`src/rtl/pulse_meter.sv`:
```
// ---------------------------------------------------------------------------
// pulse_meter
//
// Receive-side companion to the pulse counter/generator. It watches the
// generator's `pulse` output, in the same clock domain, and classifies what
// it sees:
//   * A lone rising edge with no follower inside TIMEOUT cycles is reported
//     once as a single event on `single_det`.
//   * Two or more rising edges, each within TIMEOUT cycles of the previous
//     one, form a pulse train. `periodic` is held high while the train is
//     tracked, and every edge-to-edge interval is published on `period` with
//     a `period_vld` strobe.
// Only rising edges matter, so pulse width is ignored. Accepted intervals are
// 2..TIMEOUT cycles.
//
// Parameters
//   CW       width of the interval counter and of `period`
//   TIMEOUT  longest accepted edge-to-edge interval, 2 <= TIMEOUT <= 2^CW-1
//   NCW      width of the saturating rising-edge counter `pcount`
//
// Ports
//   clk         in   1    system clock, rising edge
//   rst         in   1    synchronous active-high reset
//   en          in   1    measurement enable. Low forces IDLE and suppresses
//                         strobes, while period/pcount hold their values.
//   pulse       in   1    pulse stream from the generator
//   period      out  CW   last measured interval in cycles
//   period_vld  out  1    one-cycle strobe when `period` is updated
//   periodic    out  1    high while a pulse train is tracked
//   single_det  out  1    one-cycle strobe when a lone pulse times out
//   pcount      out  NCW  accepted rising edges, saturating at all-ones
//   jitter      out  1    (PULSE_METER_JITTER_EN only) one-cycle strobe,
//                         aligned with period_vld, when a train interval
//                         differs from the previously stored period
//
// Build option
//   PULSE_METER_JITTER_EN  defines the `jitter` port and its comparator.
//                          When it is undefined, neither exists.
//
// All outputs are registered. Each output changes exactly one cycle after
// the edge or timeout cycle that causes it.
// ---------------------------------------------------------------------------
module pulse_meter #(
    parameter int CW      = 16,
    parameter int TIMEOUT = 1000,
    parameter int NCW     = 8
) (
    input  logic           clk,
    input  logic           rst,
    input  logic           en,
    input  logic           pulse,
    output logic [CW-1:0]  period,
    output logic           period_vld,
    output logic           periodic,
    output logic           single_det,
    output logic [NCW-1:0] pcount
`ifdef PULSE_METER_JITTER_EN
    ,
    output logic           jitter
`endif
);

    // -----------------------------------------------------------------------
    // Constants
    // -----------------------------------------------------------------------
    localparam logic [1:0] ST_IDLE     = 2'd0;  // waiting for a first edge
    localparam logic [1:0] ST_FIRST    = 2'd1;  // one edge seen, no interval yet
    localparam logic [1:0] ST_PERIODIC = 2'd2;  // train being tracked

    // The counter holds (cycles since last edge) - 1. The last cycle in which
    // an edge is still accepted therefore has cnt == TIMEOUT-1.
    localparam logic [CW-1:0]  CNT_LAST   = CW'(TIMEOUT - 1);
    localparam logic [NCW-1:0] PCOUNT_MAX = {NCW{1'b1}};

    // -----------------------------------------------------------------------
    // Helper functions
    // -----------------------------------------------------------------------
    // Edge counter increment that sticks at all-ones instead of wrapping.
    function automatic logic [NCW-1:0] sat_inc(input logic [NCW-1:0] v);
        return (v == PCOUNT_MAX) ? v : v + NCW'(1);
    endfunction

    // The interval closed by an edge is the counter value plus one. This
    // cannot overflow, because the counter never exceeds TIMEOUT-1.
    function automatic logic [CW-1:0] interval_of(input logic [CW-1:0] c);
        return c + CW'(1);
    endfunction

    // -----------------------------------------------------------------------
    // State and output registers
    // -----------------------------------------------------------------------
    logic [1:0]     state_q,      state_d;
    logic [CW-1:0]  cnt_q,        cnt_d;
    logic           pulse_prev_q;
    logic [CW-1:0]  period_q,     period_d;
    logic           period_vld_q, period_vld_d;
    logic           periodic_q,   periodic_d;
    logic           single_q,     single_d;
    logic [NCW-1:0] pcount_q,     pcount_d;

    // -----------------------------------------------------------------------
    // Event decode
    // -----------------------------------------------------------------------
    logic rise;      // accepted rising edge in this cycle
    logic tracking;  // an interval is currently open (FIRST or PERIODIC)
    logic timeout;   // the open interval expires in this cycle
    logic meas;      // this edge closes an interval

    always_comb begin
        // pulse_prev_q keeps tracking while en is low. Raising en while pulse
        // is already high therefore never looks like an edge.
        rise     = pulse & ~pulse_prev_q & en;
        tracking = (state_q == ST_FIRST) || (state_q == ST_PERIODIC);
        // An edge that lands on the last accepted cycle takes priority over
        // the timeout. A timeout while disabled is discarded.
        timeout  = en & tracking & (cnt_q == CNT_LAST) & ~rise;
        meas     = rise & tracking;
    end

    // -----------------------------------------------------------------------
    // Next-state logic
    // -----------------------------------------------------------------------
    always_comb begin
        state_d = state_q;
        case (state_q)
            ST_IDLE: begin
                if (rise) state_d = ST_FIRST;
            end
            ST_FIRST: begin
                if (rise)         state_d = ST_PERIODIC;
                else if (timeout) state_d = ST_IDLE;
            end
            ST_PERIODIC: begin
                if (timeout) state_d = ST_IDLE;
            end
            default: state_d = ST_IDLE;
        endcase
        if (!en) state_d = ST_IDLE;
    end

    always_comb begin
        // The counter restarts on every edge. It rests at zero whenever no
        // interval is open, including the cycle that returns to IDLE.
        cnt_d = cnt_q + CW'(1);
        if (!en || rise || timeout || !tracking) cnt_d = '0;
    end

    always_comb begin
        period_d     = meas ? interval_of(cnt_q) : period_q;
        period_vld_d = meas;
        periodic_d   = (state_d == ST_PERIODIC);
        // The end of a train is not a lone pulse. Only the FIRST-state
        // timeout reports single_det.
        single_d     = timeout & (state_q == ST_FIRST);
        pcount_d     = rise ? sat_inc(pcount_q) : pcount_q;
    end

    // -----------------------------------------------------------------------
    // Registers
    // -----------------------------------------------------------------------
    always_ff @(posedge clk) begin
        if (rst) begin
            state_q      <= ST_IDLE;
            cnt_q        <= '0;
            pulse_prev_q <= 1'b1;  // a pulse already high at release is not an edge
            period_q     <= '0;
            period_vld_q <= 1'b0;
            periodic_q   <= 1'b0;
            single_q     <= 1'b0;
            pcount_q     <= '0;
        end else begin
            state_q      <= state_d;
            cnt_q        <= cnt_d;
            pulse_prev_q <= pulse;
            period_q     <= period_d;
            period_vld_q <= period_vld_d;
            periodic_q   <= periodic_d;
            single_q     <= single_d;
            pcount_q     <= pcount_d;
        end
    end

    assign period     = period_q;
    assign period_vld = period_vld_q;
    assign periodic   = periodic_q;
    assign single_det = single_q;
    assign pcount     = pcount_q;

`ifdef PULSE_METER_JITTER_EN
    // -----------------------------------------------------------------------
    // Jitter flag
    // -----------------------------------------------------------------------
    // Only the edges inside an established train are compared. The
    // FIRST->PERIODIC edge has no earlier interval from this train to compare
    // against.
    logic jitter_q, jitter_d;

    always_comb begin
        jitter_d = meas & (state_q == ST_PERIODIC)
                   & (interval_of(cnt_q) != period_q);
    end

    always_ff @(posedge clk) begin
        if (rst) jitter_q <= 1'b0;
        else     jitter_q <= jitter_d;
    end

    assign jitter = jitter_q;
`else
    // Without the jitter option there is no comparator and no extra port.
`endif

endmodule

```
`config.mk`:
```
export PLATFORM = sky130hd
export DESIGN_NAME = pulse_meter
export DESIGN_NICKNAME = d
export VERILOG_FILES = /design/src/rtl/pulse_meter.sv
export SDC_FILE = /design/constraint.sdc
export NUM_CORES = 1
export LEC_CHECK = 0
export CAP_MARGIN = 25
export CELL_PAD_IN_SITES_DETAIL_PLACEMENT = 0
export CELL_PAD_IN_SITES_GLOBAL_PLACEMENT = 1
export CORE_ASPECT_RATIO = 0.8
export CORE_MARGIN = 3
export CORE_UTILIZATION = 30
export DETAILED_ROUTE_END_ITERATION = 10
export HOLD_SLACK_MARGIN = 0.1
export PLACE_DENSITY_LB_ADDON = 0.1
export REMOVE_ABC_BUFFERS = 1
export SETUP_SLACK_MARGIN = 0.4
export SYNTH_ARGS = -nofsm -noshare
export SYNTH_HDL_FRONTEND = slang
export SYNTH_SLANG_ARGS = --single-unit
```
`constraint.sdc`:
```
create_clock -name clk -period 1.9 [get_ports clk]
set_input_delay 0.38 -clock clk [delete_from_list [all_inputs] [get_ports clk]]
set_output_delay 0.38 -clock clk [all_outputs]
set_load 0.01 [all_outputs]
```
### Metal layers overlaid, run 1

The bar under the picture is 20 um long.
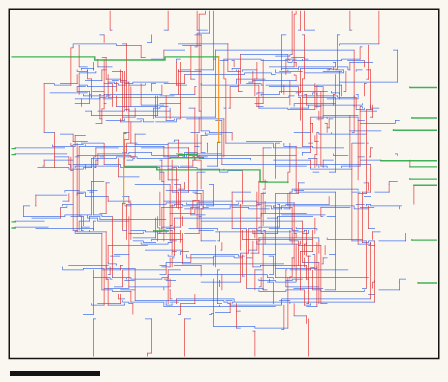
Key: metal 4 = orange [wire length 34.7 um]; metal 1 = blue [wire length 2500 um]; metal 2 = red [wire length 1880 um]; metal 3 = green [wire length 165 um]

### M3 wires, run 1

The bar under the picture is 20 um long.
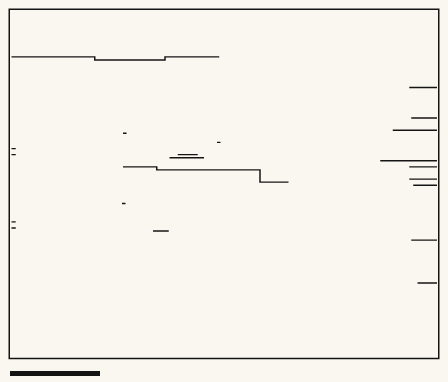
The layer holds 3.6% of the routed length. The wires run mostly horizontal. The longest straight run is 23.0 um.
total length of routed wires: 4580 um
routed vias: 1627
met3 global-route usage: 3.59%

==> qor.csv, run 1 <==
metric,value,unit
status,"complete, no violations",
synth-edff-count,0,
grt_overflow_total,0,
critical_path.max_fanout,4,
hold_viol,0,
fin_nets,271,
ys_area,1910,sq um
cts-root-buf,sky130_fd_sc_hd__clkbuf_8,
max_slew.worst_pin.slew,0.337,ns
ant_nets,0,
hpwlAfterDp,3020,um
share_of_async_settable_or_async_resettable_flops_after_synthesis,0,%
report.final.slew_viol_count,0,
top_cells_by_count,"sky130_fd_sc_hd__dfxtp_1 (46), sky130_fd_sc_hd__nor2_1 (42), sky130_fd_sc_hd__a211oi_1 (15)",
grt_max_degree,17,
maxSlewHeadroom,77.5,%
detail_route.iter0.violations,29,
fmax,0.556,GHz
dp_worst_setup_slack,0.00212,ns
tritoncts,done,
synth.top_cell.area_share,48.1,%
num_antenna_cells,0,
yosys_cells,210,
leakagePower,1.04,nW
postSynthRegisterBits,46,
unrepaired_setup_endpoints_after_global_routing,yes,
setup-violations-final,0,
first_global_vias,1532,
log.warning_count,30,
h-tree-depth,2,
worst-endpoint-required,2.08,ns
### Pin placement, run 1

The bar under the picture is 20 um long. Pins as bars across the die edge, other pins in grey.
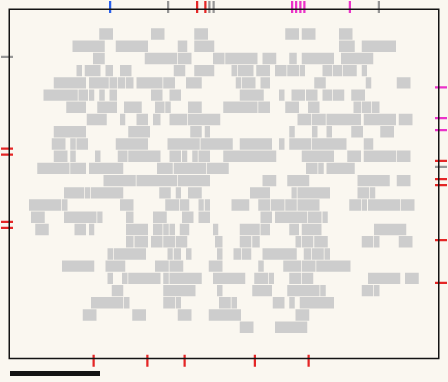
Key: period = red [pins 16, direction output, edge 5 right, 5 bottom, 4 left, 2 top]; periodic = blue [pins 1, direction output, edge top]; pcount = magenta [pins 8, direction output, edge 5 top, 3 right]
All pins by edge: 12 top, 9 right, 5 left, 5 bottom.

### Cell placement, run 1

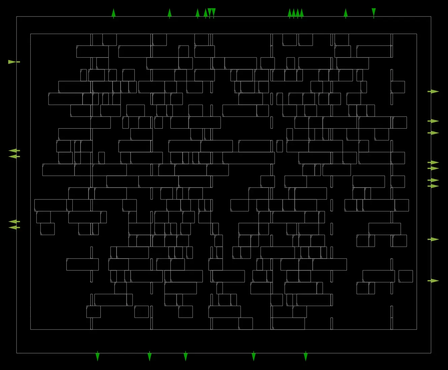
Core Region: 6040 sq um
Filler Cell Count: 589
number of well taps: 81
Flop Count: 46
non-filler instance count after layout: 343

[run 1: area by class of cell]
| class | count | area, sq um | share of cell area (%) |
|---|---|---|---|
| tap | 81 | 101 | 3.78 |
| clock buffer | 7 | 86.3 | 3.22 |
| clock inverter | 1 | 5.00 | 0.186 |
| inverter | 5 | 18.8 | 0.699 |
| multi-input combinational | 149 | 1050 | 39.2 |
| sequential | 46 | 931 | 34.7 |
| timing repair buffer | 54 | 489 | 18.2 |
[run 1: report_power, final]
| part | internal, mW | switching [mW] |
|---|---|---|
| sequential | 0.966 | 0.00240 |
| clock | 0.294 | 0.324 |
| combinational | 0.0222 | 0.0253 |
| total | 1.28 | 0.351 |
[run 1: sequential cells by signal, summed over array words and instances, names as in the netlist]
name          cells
periodic          1
pcount            8
period_vld        1
single_det        1
period           16
state_q           2
pulse_prev_q      1
cnt_q            16
[run 1: cell families (layout without fill, tap and decap cells)]
kind of cell / count (synthesis) / after routing / synth area share (%)
compound gates: 31 / 31 / 11.1
xor+xnor: 19 / 19 / 8.70
fa+ha+maj: 6 / 6 / 3.92
buf+inv: 15 / 67 / 3.53
flops: 46 / 46 / 48.1
mux: 2 / 2 / 1.05
simple gates: 91 / 91 / 23.5
[run 1: metrics by stage]
stage	hold WS [ns]	utilization, %	power, mW
final	0.360	44.5	1.63
after global routing	0.377	44.5	1.70
after CTS	0.478	43.1	1.66
after detailed placement	0.460	39.9	1.04
after global placement	0.454	39.9	1.04
after floorplan	0.430	-	1.00
[run 1: critical path: stages, from the launching register on]
cell	delay, ns
sky130_fd_sc_hd__dfxtp_2	0.32
sky130_fd_sc_hd__or4_4	0.53
sky130_fd_sc_hd__or4_4	0.58
sky130_fd_sc_hd__o21ai_4	0.19
sky130_fd_sc_hd__nor2b_1	0.06
[run 1: final timing paths]
| kind | start | end | slack, ns | depth (start not counted) |
|---|---|---|---|---|
| worst max-delay path | cnt_q[11] | state_q[0] | 0.10 | 4 |
| worst min-delay path | pulse | pulse_prev_q | 0.36 | 2 |
| worst max register to register | cnt_q[11] | state_q[0] | 0.10 | 4 |
| worst min register to register | cnt_q[0] | cnt_q[0] | 0.48 | 1 |
[run 1: placed cells by master, fill, tap and decap left out, types with 5 or more instances in the layout]
| cell type | n |
|---|---|
| sky130_fd_sc_hd__a211oi_1 | 13 |
| sky130_fd_sc_hd__buf_4 | 22 |
| sky130_fd_sc_hd__clkbuf_8 | 6 |
| sky130_fd_sc_hd__dfxtp_1 | 38 |
| sky130_fd_sc_hd__dfxtp_2 | 8 |
| sky130_fd_sc_hd__dlygate4sd2_1 | 27 |
| sky130_fd_sc_hd__inv_1 | 5 |
| sky130_fd_sc_hd__nand2_1 | 8 |
| sky130_fd_sc_hd__nand4_1 | 7 |
| sky130_fd_sc_hd__nor2_1 | 41 |
| sky130_fd_sc_hd__xnor2_1 | 12 |
| sky130_fd_sc_hd__xor2_1 | 7 |
[run 1: what timing repair did]
action / in CTS / in global routing
gates resized: 46 / 16
setup endpoints to repair: 64 / 42
gates cloned: 1 / 0
pin swaps: 7 / 5
setup buffers: 4 / 2
==> inputs of run 2 (changes only) <==
--- a/config.mk
+++ b/config.mk
@@ -12,6 +12,7 @@
 export CORE_MARGIN = 3
 export CORE_UTILIZATION = 30
 export DETAILED_ROUTE_END_ITERATION = 10
+export GPL_TIMING_DRIVEN = 1
 export HOLD_SLACK_MARGIN = 0.1
 export PLACE_DENSITY_LB_ADDON = 0.1
 export REMOVE_ABC_BUFFERS = 1
### Metal layers overlaid, run 2

The bar under the picture is 20 um long.
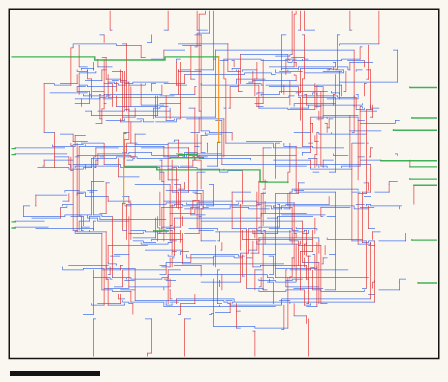
Key: metal 4 = orange [wire length 34.7 um]; metal 2 = red [wire length 1880 um]; metal 3 = green [wire length 165 um]; metal 1 = blue [wire length 2500 um]
total track usage: 13.0%
average wire per standard cell: 13.4 um

==> run 2 against run 1 <==
Against the previous run: synthesized cell count did not move; count of clock-buffer cells in the layout did not move; highest routed layer unchanged; global-route usage did not move; hold slack did not move; total power did not move; worst setup slack did not move; routed wire length did not move; first-iteration DRC count did not move; sequential power barely moved; maximum frequency did not move.
==> qor.csv, run 2 <==
metric,value,unit,change
grt_overflow_total,0,,unchanged
first_global_vias,1532,,unchanged
worst-r2r-cell-count,4,,unchanged
hpwlAfterDp,3020,um,unchanged
postSynthRegisterBits,46,,unchanged
synth.top_cell.area_share,48.1,%,unchanged
post-route-drc-count,0,,
worst-endpoint-required,2.08,ns,about the same
share_of_async_settable_or_async_resettable_flops_after_synthesis,0,%,unchanged
top_cells_by_count,"sky130_fd_sc_hd__dfxtp_1 (46), sky130_fd_sc_hd__nor2_1 (42), sky130_fd_sc_hd__a211oi_1 (15)",,
unrepaired_setup_endpoints_after_global_routing,yes,,
status,"complete, no violations",,
detail_route.wirelength,4580,um,unchanged
ant_nets,0,,unchanged
hold-path-cell-count,2,,unchanged
core_area,6040,sq um,unchanged
ys_area,1910,sq um,unchanged
most-common-layout-cells,"sky130_fd_sc_hd__nor2_1 (41), sky130_fd_sc_hd__dfxtp_1 (38), sky130_fd_sc_hd__dlygate4sd2_1 (27), sky130_fd_sc_hd__buf_4 (22), sky130_fd_sc_hd__a211oi_1 (13)",,
final_common_cell,sky130_fd_sc_hd__nor2_1,,
log.warning_count,30,,unchanged
maxSlewHeadroom,77.5,%,unchanged
setup-violations-final,0,,unchanged
detail_route.iter0.violations,29,,unchanged
fillCellCount,589,,unchanged
clkSinkCount,46,,
report.final.slew_viol_count,0,,unchanged
fin_nets,271,,unchanged
grt_max_degree,17,,unchanged
h-tree-depth,2,,unchanged
fmax,0.556,GHz,unchanged
total_power,1.63,mW,unchanged
cts-root-buf,sky130_fd_sc_hd__clkbuf_8,,
max_slew.worst_pin.slew,0.337,ns,unchanged
-- run 2: final cells by class --
type	instances	area [sq um]	area share [%]
Multi-Input combinational cell	149	1050	39.2
Tap cell	81	101	3.78
Clock buffer	7	86.3	3.22
Inverter	5	18.8	0.699
Clock inverter	1	5.00	0.186
Timing Repair Buffer	54	489	18.2
Sequential cell	46	931	34.7
-- run 2: cells by family after synthesis --
group | after synthesis | share of synthesized area, %
buffers and inverters | 15 | 3.53
DFF | 46 | 48.1
adders and majority gates | 6 | 3.92
and+or+nand+nor | 91 | 23.5
AOI/OAI and AO/OA | 31 | 11.1
xor gates and xnor gates | 19 | 8.70
muxes | 2 | 1.05
-- run 2: final timing paths --
kind                                start           end  slack [ns]
worst max register to register  cnt_q[11]    state_q[0]        0.10
worst min-delay path                pulse  pulse_prev_q        0.36
worst max-delay path            cnt_q[11]    state_q[0]        0.10
worst min register to register   cnt_q[0]      cnt_q[0]        0.48
-- run 2: where the power goes --
part           total (mW)  internal [mW]  switching, mW  leakage, nW
Clock               0.618          0.294          0.324       0.0482
Sequential          0.968          0.966        0.00240        0.375
Combinational      0.0475         0.0222         0.0253        0.614
Total                1.63           1.28          0.351         1.04
-- run 2: critical path, stage by stage, from the launching register on --
cell and delay, ns:
sky130_fd_sc_hd__dfxtp_2 0.32, sky130_fd_sc_hd__or4_4 0.53, sky130_fd_sc_hd__or4_4 0.58, sky130_fd_sc_hd__o21ai_4 0.19, sky130_fd_sc_hd__nor2b_1 0.06
-- run 2: metrics by stage --
| step | worst slack, ns | instance area (sq um) | instances | utilization (%) | hold slack (ns) |
|---|---|---|---|---|---|
| floorplan | 0.139 | 1860 | 200 | - | 0.430 |
| global placement | 0.0315 | 2410 | 328 | 39.9 | 0.454 |
| detailed placement | 0.00212 | 2410 | 328 | 39.9 | 0.460 |
| CTS | 0.106 | 2600 | 341 | 43.1 | 0.478 |
| global route | 0.0707 | 2680 | 343 | 44.5 | 0.377 |
| finish | 0.103 | 2680 | 343 | 44.5 | 0.360 |
-- run 2: per-layer routing --
layer / global-route usage, % / vias to the layer above
li1: - / 831
met1: 19.5 / 766
met2: 18.2 / 25
met3: 3.59 / 5
met4: 3.03 / 0
met5: 0 / -
-- run 2: what timing repair did --
item                       in CTS  in global routing
gates resized                  46                 16
gates cloned                    1                  0
hold buffers                    0                  0
setup endpoints to repair      64                 42
setup buffers                   4                  2
hold endpoints to repair        0                  0
pin swaps                       7                  5
Power and IR drop assume default switching activity.
